File: src/rtl/wb_rom_loader_if.sv
// Wishbone classic bus bundle between wb_rom_loader (master) and a ROM responder (slave).
// Signal names keep the initiator-side wbm_* naming of the loader's bus pins.
interface wb_rom_loader_if;
    logic        wbm_cyc_o;
    logic        wbm_stb_o;
    logic        wbm_we_o;
    logic [31:0] wbm_adr_o;
    logic [31:0] wbm_dat_o;
    logic [3:0]  wbm_sel_o;
    logic [31:0] wbm_dat_i;
    logic        wbm_ack_i;

    modport master (
        output wbm_cyc_o, wbm_stb_o, wbm_we_o, wbm_adr_o, wbm_dat_o, wbm_sel_o,
        input  wbm_dat_i, wbm_ack_i
    );

    modport slave (
        input  wbm_cyc_o, wbm_stb_o, wbm_we_o, wbm_adr_o, wbm_dat_o, wbm_sel_o,
        output wbm_dat_i, wbm_ack_i
    );
endinterface

File: src/rtl/wb_rom_loader.sv
// wb_rom_loader: packs a byte stream little-endian into 32-bit words and writes
// them over Wishbone classic to sequential word addresses of the ROM SRAM.
// Optional feature: define WB_ROM_LOADER_VERIFY_EN to read back every written
// word and abort with err_o on the first mismatch.
module wb_rom_loader #(
    parameter int CNT_W       = 10,
    parameter int ACK_TIMEOUT = 255
) (
    input  logic                 wb_clk_i,
    input  logic                 wb_rst_n,
    input  logic                 start_i,
    input  logic [31:0]          base_adr_i,
    input  logic [CNT_W-1:0]     word_cnt_i,
    input  logic [7:0]           s_data_i,
    input  logic                 s_valid_i,
    output logic                 s_ready_o,
    wb_rom_loader_if.master      wbm,
    output logic                 busy_o,
    output logic                 done_o,
    output logic                 err_o,
    output logic [31:0]          err_adr_o
);

    localparam int TMO_W = $clog2(ACK_TIMEOUT + 1);

    localparam logic [2:0] S_IDLE  = 3'd0;
    localparam logic [2:0] S_FILL  = 3'd1;
    localparam logic [2:0] S_WRITE = 3'd2;
`ifdef WB_ROM_LOADER_VERIFY_EN
    localparam logic [2:0] S_RDBK  = 3'd3;
    localparam logic [2:0] S_CHECK = 3'd4;
`endif
    localparam logic [2:0] S_NEXT  = 3'd5;
    localparam logic [2:0] S_DONE  = 3'd6;

    logic [2:0]       state;
    logic [CNT_W-1:0] remain;
    logic [1:0]       byte_cnt;
    logic [31:0]      pack;
    logic [31:0]      word_nxt;
    logic [TMO_W-1:0] tmo_cnt;
    logic             byte_hs;
    logic             ack_seen;
    logic             tmo_hit;
    logic             unused_sink;
`ifdef WB_ROM_LOADER_VERIFY_EN
    logic [31:0]      rd_data;
`endif

    // Byte lanes are fixed: every access is a full word.
    assign wbm.wbm_sel_o = 4'hF;

    // New bytes enter at the top so after four shifts the first byte sits in [7:0].
    assign byte_hs  = s_valid_i & s_ready_o;
    assign word_nxt = {s_data_i, pack[31:8]};

    // An ack only counts while a cycle is open; a stray ack on an idle bus is ignored.
    assign ack_seen = wbm.wbm_cyc_o & wbm.wbm_ack_i;
    assign tmo_hit  = wbm.wbm_cyc_o & ~wbm.wbm_ack_i &
                      (tmo_cnt == TMO_W'(ACK_TIMEOUT - 1));

    // Word-alignment bits of the base (and read data when not verifying) are don't-care.
`ifdef WB_ROM_LOADER_VERIFY_EN
    assign unused_sink = ^base_adr_i[1:0];
`else
    assign unused_sink = ^{base_adr_i[1:0], wbm.wbm_dat_i};
`endif

    // Wait-state counter: cyc is always low just before WRITE/RDBK issue, so
    // clearing on cyc=0 restarts it at the start of every access.
    always_ff @(posedge wb_clk_i) begin
        if (!wb_rst_n)
            tmo_cnt <= '0;
        else if (wbm.wbm_cyc_o && !wbm.wbm_ack_i)
            tmo_cnt <= tmo_cnt + TMO_W'(1);
        else
            tmo_cnt <= '0;
    end

    // Byte packer: shifts accepted bytes; stale bits are fully shifted out per word.
    always_ff @(posedge wb_clk_i) begin
        if (!wb_rst_n)
            pack <= '0;
        else if (byte_hs)
            pack <= word_nxt;
    end

    // Job sequencer and Wishbone master: all bus outputs are registered.
    always_ff @(posedge wb_clk_i) begin
        if (!wb_rst_n) begin
            state         <= S_IDLE;
            remain        <= '0;
            byte_cnt      <= '0;
            wbm.wbm_cyc_o <= 1'b0;
            wbm.wbm_stb_o <= 1'b0;
            wbm.wbm_we_o  <= 1'b0;
            wbm.wbm_adr_o <= '0;
            wbm.wbm_dat_o <= '0;
            s_ready_o     <= 1'b0;
            busy_o        <= 1'b0;
            done_o        <= 1'b0;
            err_o         <= 1'b0;
            err_adr_o     <= '0;
`ifdef WB_ROM_LOADER_VERIFY_EN
            rd_data       <= '0;
`endif
        end else begin
            done_o <= 1'b0;
            case (state)
                S_IDLE: begin
                    if (start_i) begin
                        wbm.wbm_adr_o <= {base_adr_i[31:2], 2'b00};
                        remain        <= word_cnt_i;
                        byte_cnt      <= '0;
                        err_o         <= 1'b0;
                        err_adr_o     <= '0;
                        busy_o        <= 1'b1;
                        if (word_cnt_i == '0) begin
                            state <= S_DONE;
                        end else begin
                            state     <= S_FILL;
                            s_ready_o <= 1'b1;
                        end
                    end
                end

                S_FILL: begin
                    if (byte_hs) begin
                        byte_cnt <= byte_cnt + 2'd1;
                        if (byte_cnt == 2'd3) begin
                            wbm.wbm_dat_o <= word_nxt;
                            wbm.wbm_cyc_o <= 1'b1;
                            wbm.wbm_stb_o <= 1'b1;
                            wbm.wbm_we_o  <= 1'b1;
                            s_ready_o     <= 1'b0;
                            state         <= S_WRITE;
                        end
                    end
                end

                S_WRITE: begin
                    if (ack_seen) begin
                        wbm.wbm_cyc_o <= 1'b0;
                        wbm.wbm_stb_o <= 1'b0;
`ifdef WB_ROM_LOADER_VERIFY_EN
                        state         <= S_RDBK;
`else
                        state         <= S_NEXT;
`endif
                    end else if (tmo_hit) begin
                        wbm.wbm_cyc_o <= 1'b0;
                        wbm.wbm_stb_o <= 1'b0;
                        err_o         <= 1'b1;
                        err_adr_o     <= wbm.wbm_adr_o;
                        state         <= S_DONE;
                    end
                end

`ifdef WB_ROM_LOADER_VERIFY_EN
                // One idle cycle after the write ack, then a fresh read cycle.
                S_RDBK: begin
                    if (!wbm.wbm_cyc_o) begin
                        wbm.wbm_cyc_o <= 1'b1;
                        wbm.wbm_stb_o <= 1'b1;
                        wbm.wbm_we_o  <= 1'b0;
                    end else if (ack_seen) begin
                        wbm.wbm_cyc_o <= 1'b0;
                        wbm.wbm_stb_o <= 1'b0;
                        rd_data       <= wbm.wbm_dat_i;
                        state         <= S_CHECK;
                    end else if (tmo_hit) begin
                        wbm.wbm_cyc_o <= 1'b0;
                        wbm.wbm_stb_o <= 1'b0;
                        err_o         <= 1'b1;
                        err_adr_o     <= wbm.wbm_adr_o;
                        state         <= S_DONE;
                    end
                end

                S_CHECK: begin
                    if (rd_data != wbm.wbm_dat_o) begin
                        err_o     <= 1'b1;
                        err_adr_o <= wbm.wbm_adr_o;
                        state     <= S_DONE;
                    end else begin
                        state     <= S_NEXT;
                    end
                end
`endif

                S_NEXT: begin
                    wbm.wbm_adr_o <= wbm.wbm_adr_o + 32'd4;
                    remain        <= remain - CNT_W'(1);
                    if (remain == CNT_W'(1)) begin
                        state <= S_DONE;
                    end else begin
                        state     <= S_FILL;
                        s_ready_o <= 1'b1;
                        byte_cnt  <= '0;
                    end
                end

                S_DONE: begin
                    done_o <= 1'b1;
                    busy_o <= 1'b0;
                    state  <= S_IDLE;
                end

                default: state <= S_IDLE;
            endcase
        end
    end

endmodule

File: src/flat_wrapper.sv
// flat-port wrapper written by rule: the top's interface ports become plain ports
module wb_rom_loader_flat 
#(
    parameter int CNT_W       = 10,
    parameter int ACK_TIMEOUT = 255
)
  (wb_clk_i, wb_rst_n, start_i, base_adr_i, word_cnt_i, s_data_i, s_valid_i, s_ready_o, busy_o, done_o, err_o, err_adr_o, wbm_wbm_cyc_o, wbm_wbm_stb_o, wbm_wbm_we_o, wbm_wbm_adr_o, wbm_wbm_dat_o, wbm_wbm_sel_o, wbm_wbm_dat_i, wbm_wbm_ack_i);
  wb_rom_loader_if wbm_i ();
  input  logic wb_clk_i;
  input  logic wb_rst_n;
  input  logic start_i;
  input  logic [31:0] base_adr_i;
  input  logic [CNT_W-1:0] word_cnt_i;
  input  logic [7:0] s_data_i;
  input  logic s_valid_i;
  output logic s_ready_o;
  output logic busy_o;
  output logic done_o;
  output logic err_o;
  output logic [31:0] err_adr_o;
  output wire logic [$bits(wbm_i.wbm_cyc_o)-1:0] wbm_wbm_cyc_o;
  output wire logic [$bits(wbm_i.wbm_stb_o)-1:0] wbm_wbm_stb_o;
  output wire logic [$bits(wbm_i.wbm_we_o)-1:0] wbm_wbm_we_o;
  output wire logic [$bits(wbm_i.wbm_adr_o)-1:0] wbm_wbm_adr_o;
  output wire logic [$bits(wbm_i.wbm_dat_o)-1:0] wbm_wbm_dat_o;
  output wire logic [$bits(wbm_i.wbm_sel_o)-1:0] wbm_wbm_sel_o;
  input wire logic [$bits(wbm_i.wbm_dat_i)-1:0] wbm_wbm_dat_i;
  input wire logic [$bits(wbm_i.wbm_ack_i)-1:0] wbm_wbm_ack_i;
  assign wbm_wbm_cyc_o = wbm_i.wbm_cyc_o;
  assign wbm_wbm_stb_o = wbm_i.wbm_stb_o;
  assign wbm_wbm_we_o = wbm_i.wbm_we_o;
  assign wbm_wbm_adr_o = wbm_i.wbm_adr_o;
  assign wbm_wbm_dat_o = wbm_i.wbm_dat_o;
  assign wbm_wbm_sel_o = wbm_i.wbm_sel_o;
  assign wbm_i.wbm_dat_i = wbm_wbm_dat_i;
  assign wbm_i.wbm_ack_i = wbm_wbm_ack_i;
  wb_rom_loader #(.CNT_W(CNT_W), .ACK_TIMEOUT(ACK_TIMEOUT)) u_core (.wb_clk_i(wb_clk_i), .wb_rst_n(wb_rst_n), .start_i(start_i), .base_adr_i(base_adr_i), .word_cnt_i(word_cnt_i), .s_data_i(s_data_i), .s_valid_i(s_valid_i), .s_ready_o(s_ready_o), .wbm(wbm_i), .busy_o(busy_o), .done_o(done_o), .err_o(err_o), .err_adr_o(err_adr_o));
endmodule
File: config.mk
export PLATFORM = sky130hd
export DESIGN_NAME = wb_rom_loader_flat
export DESIGN_NICKNAME = d
export VERILOG_FILES = /design/src/rtl/wb_rom_loader_if.sv /design/src/rtl/wb_rom_loader.sv /design/src/flat_wrapper.sv
export SDC_FILE = /design/constraint.sdc
export NUM_CORES = 1
export LEC_CHECK = 0
export CORE_MARGIN = 4
export CORE_UTILIZATION = 50
export DETAILED_ROUTE_END_ITERATION = 8
export PLACE_DENSITY = 0.95
export SLEW_MARGIN = 20
export SYNTH_ARGS = -nofsm -noshare
export SYNTH_HDL_FRONTEND = slang
export SYNTH_SLANG_ARGS = --single-unit
File: constraint.sdc
create_clock -name wb_clk_i -period 3.7 [get_ports wb_clk_i]
set_input_delay 1.11 -clock wb_clk_i [delete_from_list [all_inputs] [get_ports wb_clk_i]]
set_output_delay 1.11 -clock wb_clk_i [all_outputs]
set_load 0.05 [all_outputs]
==> results.txt <==
The flow completed. Post-route clock period utilization landed at 78.74%. The endpoint identified for the worst register-to-register timing path is u_core.wbm.wbm_adr_o[21]. Measured along the y axis, the die boundary spans 120.0 um. Internal power landed at 0.002821 W.

Total global routing overflow landed at 0. The worst setup path is captured at an output port. Setup repair after global routing left no endpoint under its margin. The cell sequence reported for the critical path is clkdlybuf4s50_1.

Checking hold timing, the worst path is listed with class reg -> reg. The stage logs contain a warning count of 62. Share of the core filled by cells before placement landed at 51.55%. Yosys stat counts 803 cells in the synthesized netlist. The first global-routing pass estimated 29.59 mm of wire. In the log, the iteration count for the first detailed-route pass is 5.

Cells with a size suffix above 1 make up 6.390% of the layout. Once detail routing completed, the nets flagged for antenna violations numbered 0. Core area landed at 0.01216 mm^2. Core occupancy in the finished layout landed at 69.75%. According to the Yosys statistics, the synthesized design has a chip area of 0.006270 mm^2. Number of antenna violations at the first check in global routing landed at 0. Static timing analysis puts the maximum clock frequency at 343.3 MHz. After layout, the setup clock skew is reported as 0.007982 ns. The routed design shows a wire length per standard cell of 16.48 um. Number of buffers inserted to repair setup after CTS landed at 0. The net count of the finished layout is 1019. Total clock buffers created by CTS landed at 17. Data arrival time of the critical path landed at 1.80 ns. Relative to the synthesized area, the layout overhead comes to 35.30%. The worst setup path is of the reg -> out kind. Power share of the sequential group landed at 43.2%. Total of endpoints with negative setup slack in the final report landed at 0. Half-perimeter wire length of the detailed placement result landed at 12.04 mm. Data required time at the worst endpoint landed at 2.59 ns. Number of levels the H-tree was split into landed at 4. Global router's overall resource usage landed at 25.27%.

Static leakage landed at 2.865 nW. Setup total negative slack on the finished layout was measured at 0 ns. Summing every instance area after synthesis gives 0.006270 mm^2.

Port buffering added 151 buffers. According to the floorplan report, the total die area is 0.01440 mm^2. The number of gates resized after CTS was 0. Via count of the first global-routing pass landed at 6142.

The most critical setup path has its endpoint at wbm_wbm_adr_o[2]. The run finished with clean final reports. TritonCTS built the clock tree. In this run the core area contains 40 standard-cell rows.

Number of antenna diodes landed at 0. The tree is rooted in a clkbuf_16. The library cell used most frequently in the layout, excluding fill and tap cells, is nand2_1. Die outline width landed at 120.0 um.
## cell type report
cell class              instances  share of cell area (%)
repair buffers                167                   19.68
well taps                     168                   2.478
clock buffers                  19                   5.221
multi-input cells             588                   36.28
clock inverters                13                   1.799
flip-flops and latches        145                   34.22
inverters                       7                  0.3245
## logic make-up (layout without fill, tap and decap cells)
kind of cell | Yosys count | after routing | synth area share (%)
buffers and inverters | 76 | 206 | 5.168
AND/OR/NAND/NOR | 361 | 361 | 26.62
adder cells (fa/ha/maj) | 6 | 6 | 1.197
multiplexers | 3 | 3 | 0.5188
XOR/XNOR | 10 | 10 | 1.397
other | 2 | 8 | 0.1198
AND-OR/OR-AND | 200 | 200 | 18.68
flip-flops | 145 | 145 | 46.30
## sequential cells by signal, summed over array words and instances, names as in the netlist
name and flops:
u_core.wbm.wbm_cyc_o 1, u_core.s_ready_o 1, u_core.remain 10, u_core.busy_o 1, u_core.tmo_cnt 8, u_core.err_adr_o 30
u_core.byte_cnt 2, u_core.wbm.wbm_we_o 1, u_core.done_o 1, u_core.state 3, u_core.err_o 1, u_core.wbm.wbm_adr_o 30
u_core.pack 24, u_core.wbm.wbm_dat_o 32
## per-layer routing
layer / global-route usage (%) / up-vias / wire length [um]
met3: 8.765 / 51 / 1465
li1: - / 3052 / -
met1: 29.40 / 2977 / 7304
met4: 10.59 / 0 / 503
met2: 42.29 / 269 / 8974
met5: 0 / - / 0
## power groups by stage
stage               Sequential [W]  Combinational [W]  Clock [W]
floorplan                  0.00179           0.000221          0
global placement           0.00171           0.000476          0
detailed placement         0.00171           0.000484          0
CTS                        0.00168           0.000489    0.00174
global route               0.00169           0.000525    0.00182
finish                     0.00168           0.000492    0.00173
## worst min-delay path by stage
stage	from	to	slack [ns]	cells after the start
3_3_place_gp	u_core.pack[8]	u_core.wbm.wbm_dat_o[0]	0.44	2
6_report	u_core.wbm.wbm_dat_o[31]	u_core.wbm.wbm_dat_o[31]	0.45	2
5_1_grt	u_core.pack[14]	u_core.pack[14]	0.47	2
2_1_floorplan	u_core.tmo_cnt[0]	u_core.tmo_cnt[0]	0.43	1
4_1_cts	u_core.wbm.wbm_dat_o[9]	u_core.wbm.wbm_dat_o[9]	0.45	2
3_5_place_dp	u_core.pack[9]	u_core.wbm.wbm_dat_o[1]	0.45	2
## cell usage after synthesis (all sizes together), types with 7 or more instances
cell    count
a21oi     127
a22oi       8
and3        8
buf        18
clkbuf     51
dfxtp     145
inv         7
nand2     181
nand3      59
nand4      13
nor2       43
nor3       14
nor4        9
o211ai      9
o21ai      13
xor2        9
## per-stage QoR
step           power (W)  setup slack [ns]  instance area (um^2)  std cells  hold WS, ns
3_5_place_dp    0.002199            0.5072                  7888       1075       0.4455
4_1_cts         0.003915            0.7735                  8483       1107       0.4549
2_1_floorplan   0.002012             1.188                  6292        809       0.4297
5_1_grt         0.004035            0.7137                  8483       1107       0.4747
6_report        0.003902            0.7868                  8483       1107       0.4524
3_3_place_gp    0.002189            0.5416                  7888       1075       0.4380
zoom.png
Window x 80 to 100, y 80 to 100 um. Cells in grey, sequential cells in the stronger grey; small squares are vias.
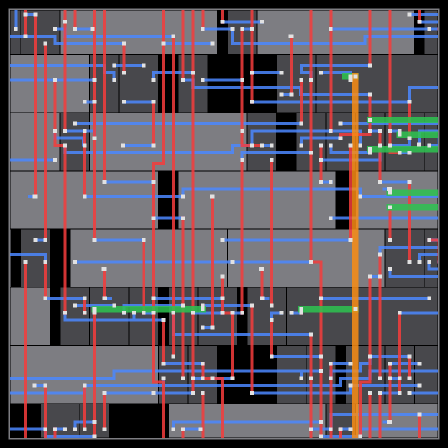
red -> met2
orange -> met4
blue -> met1
green -> met3
netlist names of flops here include = u_core.pack (9), u_core.wbm.wbm_dat_o (3)
most frequent = nand2_1 (18), dfxtp_1 (12), a21oi_1 (11)
sequential cells in the window = 12
cells with their middle in the window = 44

met2.png
(3 px per um)
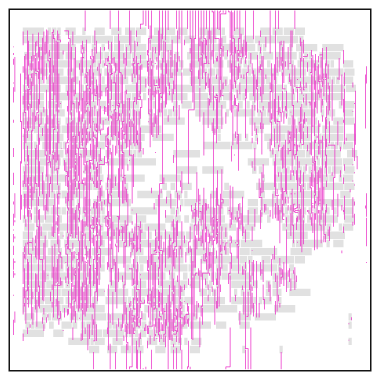
share of all routed wire = 49%
nets with wire on the layer = 843
longest straight run = 43.2 um
wire length on this layer = 8970 um
main direction = vertical
final routed wirelength across all metal layers: 18.25 mm
met2 demand-to-capacity share in global routing: 42.29%
total number of vias: 6349

Power and IR drop assume default switching activity.
